### Gate families picked out, run 1

The bar under the picture is 20 microns long.
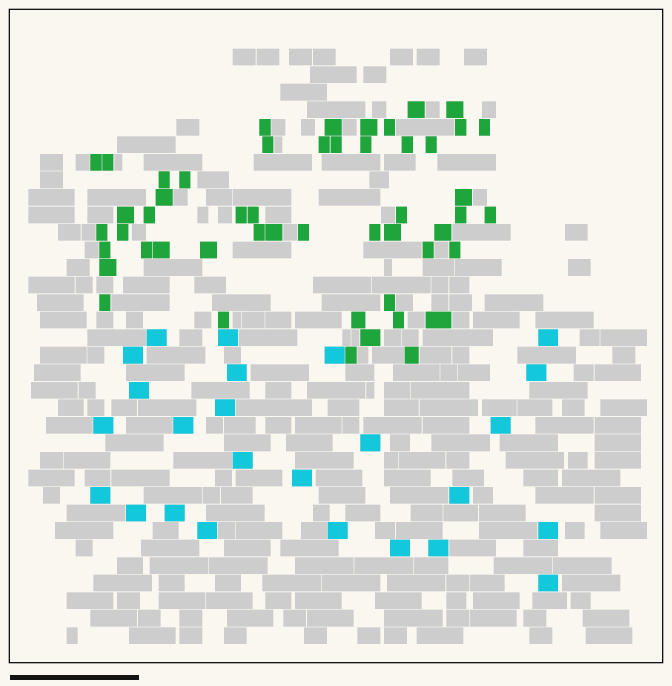
### Drive-strength map, run 1

The bar under the picture is 20 microns long.
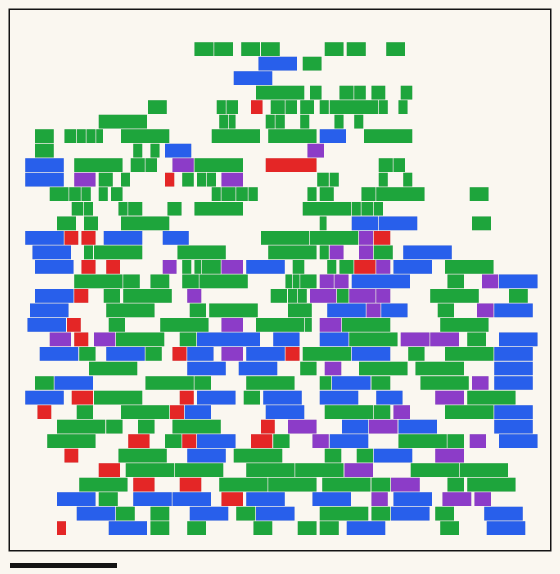
### Sequential cells colored by netlist name, run 1

The bar under the picture is 20 microns long. Other sequential cells in the stronger gray, the rest of the logic in the fainter gray.
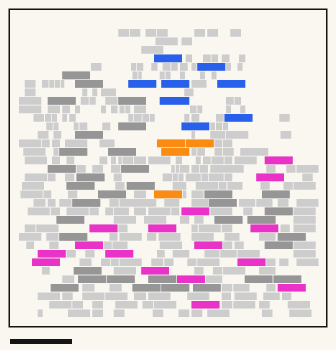
### Placed cells, one color a class, run 1

The bar under the picture is 20 microns long.
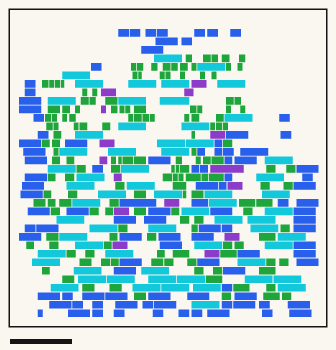
`src/rtl/seq_mult_ctrl.sv`:
```
// Radix-2 shift-add unsigned multiplier controller. It drives an external
// 16-bit adder (adder_16) for one iteration per multiplier bit.
module seq_mult_ctrl #(
    parameter int WIDTH = 8,
    parameter int CNT_W = 4
) (
    input  logic             clk,
    input  logic             rst_n,
    input  logic             start,
    input  logic [WIDTH-1:0] in_a,
    input  logic [WIDTH-1:0] in_b,
    input  logic [15:0]      add_sum,
    output logic [15:0]      add_a,
    output logic [15:0]      add_b,
    output logic             busy,
    output logic             done,
    output logic [15:0]      product
);

    typedef enum logic [1:0] {
        IDLE = 2'd0,
        CALC = 2'd1,
        FIN  = 2'd2
    } state_t;

    localparam logic [CNT_W-1:0] LAST_CNT = CNT_W'(WIDTH - 1);

    state_t           state_reg, state_next;
    logic [15:0]      acc_reg, acc_next;
    logic [15:0]      mcand_reg, mcand_next;
    logic [WIDTH-1:0] mplr_reg, mplr_next;
    logic [CNT_W-1:0] cnt_reg, cnt_next;
    logic [15:0]      product_reg, product_next;
    logic             done_reg, done_next;
    logic             calc_active;

    always_ff @(posedge clk or negedge rst_n) begin
        if (!rst_n) begin
            state_reg   <= IDLE;
            acc_reg     <= '0;
            mcand_reg   <= '0;
            mplr_reg    <= '0;
            cnt_reg     <= '0;
            product_reg <= '0;
            done_reg    <= 1'b0;
        end else begin
            state_reg   <= state_next;
            acc_reg     <= acc_next;
            mcand_reg   <= mcand_next;
            mplr_reg    <= mplr_next;
            cnt_reg     <= cnt_next;
            product_reg <= product_next;
            done_reg    <= done_next;
        end
    end

    always_comb begin
        state_next   = state_reg;
        acc_next     = acc_reg;
        mcand_next   = mcand_reg;
        mplr_next    = mplr_reg;
        cnt_next     = cnt_reg;
        product_next = product_reg;
        done_next    = 1'b0;

        case (state_reg)
            IDLE: begin
                if (start) begin
                    mcand_next = {{(16 - WIDTH){1'b0}}, in_a};
                    mplr_next  = in_b;
                    acc_next   = '0;
                    cnt_next   = '0;
                    state_next = CALC;
                end
            end
            CALC: begin
                acc_next   = add_sum;
                mcand_next = mcand_reg << 1;
                mplr_next  = mplr_reg >> 1;
                cnt_next   = cnt_reg + CNT_W'(1);
                // Fixed iteration count: no early exit even when mplr is already zero.
                if (cnt_reg == LAST_CNT) begin
                    product_next = add_sum;
                    done_next    = 1'b1;
                    state_next   = FIN;
                end
            end
            FIN: begin
                state_next = IDLE;
            end
            default: begin
                state_next = IDLE;
            end
        endcase
    end

    // Adder operands depend only on registers, so start has no path to the adder.
    assign calc_active = (state_reg == CALC);
    assign add_a       = calc_active ? acc_reg : 16'd0;

    for (genvar gi = 0; gi < 16; gi++) begin : g_add_b
        assign add_b[gi] = calc_active & mplr_reg[0] & mcand_reg[gi];
    end

    assign busy    = (state_reg != IDLE);
    assign done    = done_reg;
    assign product = product_reg;

endmodule
```
`config.mk`:
```
export PLATFORM = sky130hd
export DESIGN_NAME = seq_mult_ctrl
export DESIGN_NICKNAME = d
export VERILOG_FILES = /design/src/rtl/seq_mult_ctrl.sv
export SDC_FILE = /design/constraint.sdc
export NUM_CORES = 1
export LEC_CHECK = 0
export CAP_MARGIN = 10
export CORE_MARGIN = 2
export CORE_UTILIZATION = 30
export CTS_CLUSTER_DIAMETER = 100
export DETAILED_ROUTE_END_ITERATION = 10
export SLEW_MARGIN = 20
export SYNTH_ARGS = -nofsm -noshare
export SYNTH_HDL_FRONTEND = slang
export SYNTH_SLANG_ARGS = --single-unit
```
`constraint.sdc`:
```
create_clock -name clk -period 1.6 [get_ports clk]
set_input_delay 0.24 -clock clk [delete_from_list [all_inputs] [get_ports clk]]
set_output_delay 0.24 -clock clk [all_outputs]
set_load 0.1 [all_outputs]
```
==> results.toml, run 1 <==
# implementation run metrics
[status]
status = "finished, violations left"
violations = "setup timing"

[final_timing]
hold_viol_final = 0
setup_slack_ns = -0.177
rsz0062_at_grt = "yes"
setup_violations = 40
clock_skew_ns = 0.00847

[synth]
synthDistinctLibCells = 30
ys_top_logic_family = "AND-OR/OR-AND gates"
synthTopCellsByCount = "dfrtp_1 (63), a22o_1 (25), and3_1 (17), o21ai_0 (17)"
ys_area_sq_mm = 0.00283
synthSimpleGateAreaFrac = 0.136
top_area_frac = 0.557
synth.cellmix.adderShare = 0.00442
yosysCellCount = 239

[worst_setup_path]
path_cells = "nor2b_4, buf_12, and3_2, buf_12"
rr_startpoint = "state_reg[1]$_DFFE_PN0P_"
crit_top_cell = "buf_12"
critPathMaxFanout = 27
worstSetupStartpoint = "state_reg[1]$_DFFE_PN0P_"
r2r_end = "product[0]$_DFFE_PN0P_"

[detailed_routing]
drt-vias-per-instance = 4.98
wl_per_cell_microns = 16.6
met2WireLength_microns = 3660

[clocking]
cts_resized = 1

[die]
die_w_microns = 101
ios = 85

[grt]
grtUsageMet2 = 0.239
grt_pass1_wl_microns = 12400

[cells_and_area]
final_layout_size_suffix_gt1_frac = 0.411
layout.nonclk_buf_frac = 0.337
logic_area_sq_mm = 0.00123
clk_share = 0.0414

[placement]
dp_cells = 423
About 'Gate families picked out':
[AND-OR and OR-AND gates] cyan | cells: 25 | most used: a22o_1
[inverting AOI/OAI gates] green | cells: 51 | most used: o21ai_0

About 'Drive-strength map':
[drive 1 or less] green | cells: 198 | share: 59% | most used: dfrtp_1
[drive 3 to 4] purple | cells: 40 | share: 12%
[drive 2] red | cells: 28 | share: 8.3% | most used: and3_2
[drive 6 and up] blue | cells: 70 | share: 21% | most used: buf_12

About 'Sequential cells colored by netlist name':
[cnt_reg] orange | placed flops: 4 | where: center
[mplr_reg] blue | placed flops: 8 | where: top center
[acc_reg] magenta | placed flops: 16
final core occ: 0.516
sequential cell area share: 0.333

About 'Placed cells, one color a class':
[all other logic] green | cells: 156 | share of their area: 27%
[flip-flops] cyan | cells: 63 | share of their area: 34%
[clock drivers and dummy loads] purple | cells: 15 | share of their area: 4.3%
[other buffers and delay cells] blue | cells: 102 | share of their area: 35%

## Run 2: what changed since run 1
--- a/config.mk
+++ b/config.mk
@@ -6,10 +6,11 @@
 export NUM_CORES = 1
 export LEC_CHECK = 0
 export CAP_MARGIN = 10
-export CORE_MARGIN = 2
+export CORE_MARGIN = 4
 export CORE_UTILIZATION = 30
 export CTS_CLUSTER_DIAMETER = 100
 export DETAILED_ROUTE_END_ITERATION = 10
+export PLACE_DENSITY_LB_ADDON = 0.08
 export SLEW_MARGIN = 20
 export SYNTH_ARGS = -nofsm -noshare
 export SYNTH_HDL_FRONTEND = slang
### Placed cells, one color a class, run 2

The bar under the picture is 20 microns long.
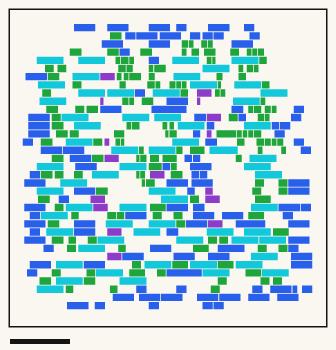
[clock drivers and dummy loads] purple | cells: 16 | share of their area: 3.7%
[flip-flops] cyan | cells: 63 | share of their area: 33%
[all other logic] green | cells: 156 | share of their area: 27%
[other buffers and delay cells] blue | cells: 110 | share of their area: 36%
final core occ: 0.531
fin area: 0.00488 sq mm

==> results.toml, run 2 <==
# implementation run metrics
[final_timing]
setup_slack_ns = -0.165
clock_skew_ns = 0.00494
rsz0062_at_grt = "yes"
hold_viol_final = 0
setup_violations = 49

[worst_setup_path]
worstSetupStartpoint = "state_reg[1]$_DFFE_PN0P_"
critPathMaxFanout = 7
path_cells = "nor2b_4, buf_4, buf_16, and2_4, buf_12"
arrival_ns = 1.52
r2r_end = "product[3]$_DFFE_PN0P_"
crit_cells = 5

[grt]
grt_start_max_net_pins = 64

[cells_and_area]
final_layout_size_suffix_gt1_frac = 0.420
largest_class = "non-clock buffers"
clk_share = 0.0362
layout_top_cells = "dfrtp_1 (62), buf_12 (56), clkdlybuf4s50_1 (33)"
layout.nonclk_buf_frac = 0.352

[detailed_routing]
drt-pass1-iter-count = 4
drt-vias-per-instance = 4.94
wl_per_cell_microns = 17.1

[synth]
synth.cellmix.adderShare = 0.00442
ys_top_logic_family = "AND-OR/OR-AND gates"
synthTopCellsByCount = "dfrtp_1 (63), a22o_1 (25), and3_1 (17), o21ai_0 (17)"
ys_area_sq_mm = 0.00283
synthSimpleGateAreaFrac = 0.136
ys_seq_frac = 0.557
top_area_frac = 0.557
yosysCellCount = 239

[clocking]
cts_resized = 18

[status]
violations = "setup timing"
status = "finished, violations left"

[die]
die_w_microns = 105
ios = 85

[placement]
dp_cells = 425
### Gate families picked out, run 2

The bar under the picture is 20 microns long.
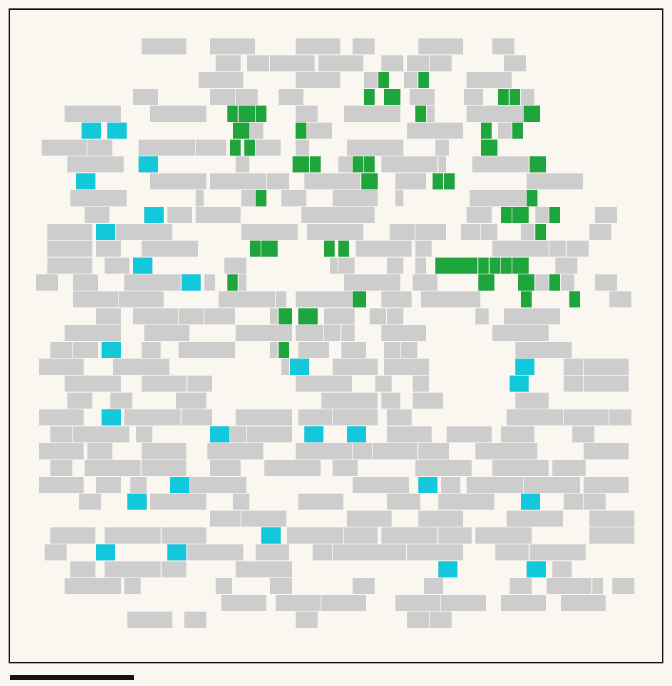
[inverting AOI/OAI gates] green | cells: 51
[AND-OR and OR-AND gates] cyan | cells: 25 | most used: a22o_1
Top cell excl fill/tap: dfrtp_1
Layout Cells excl Fill: 456

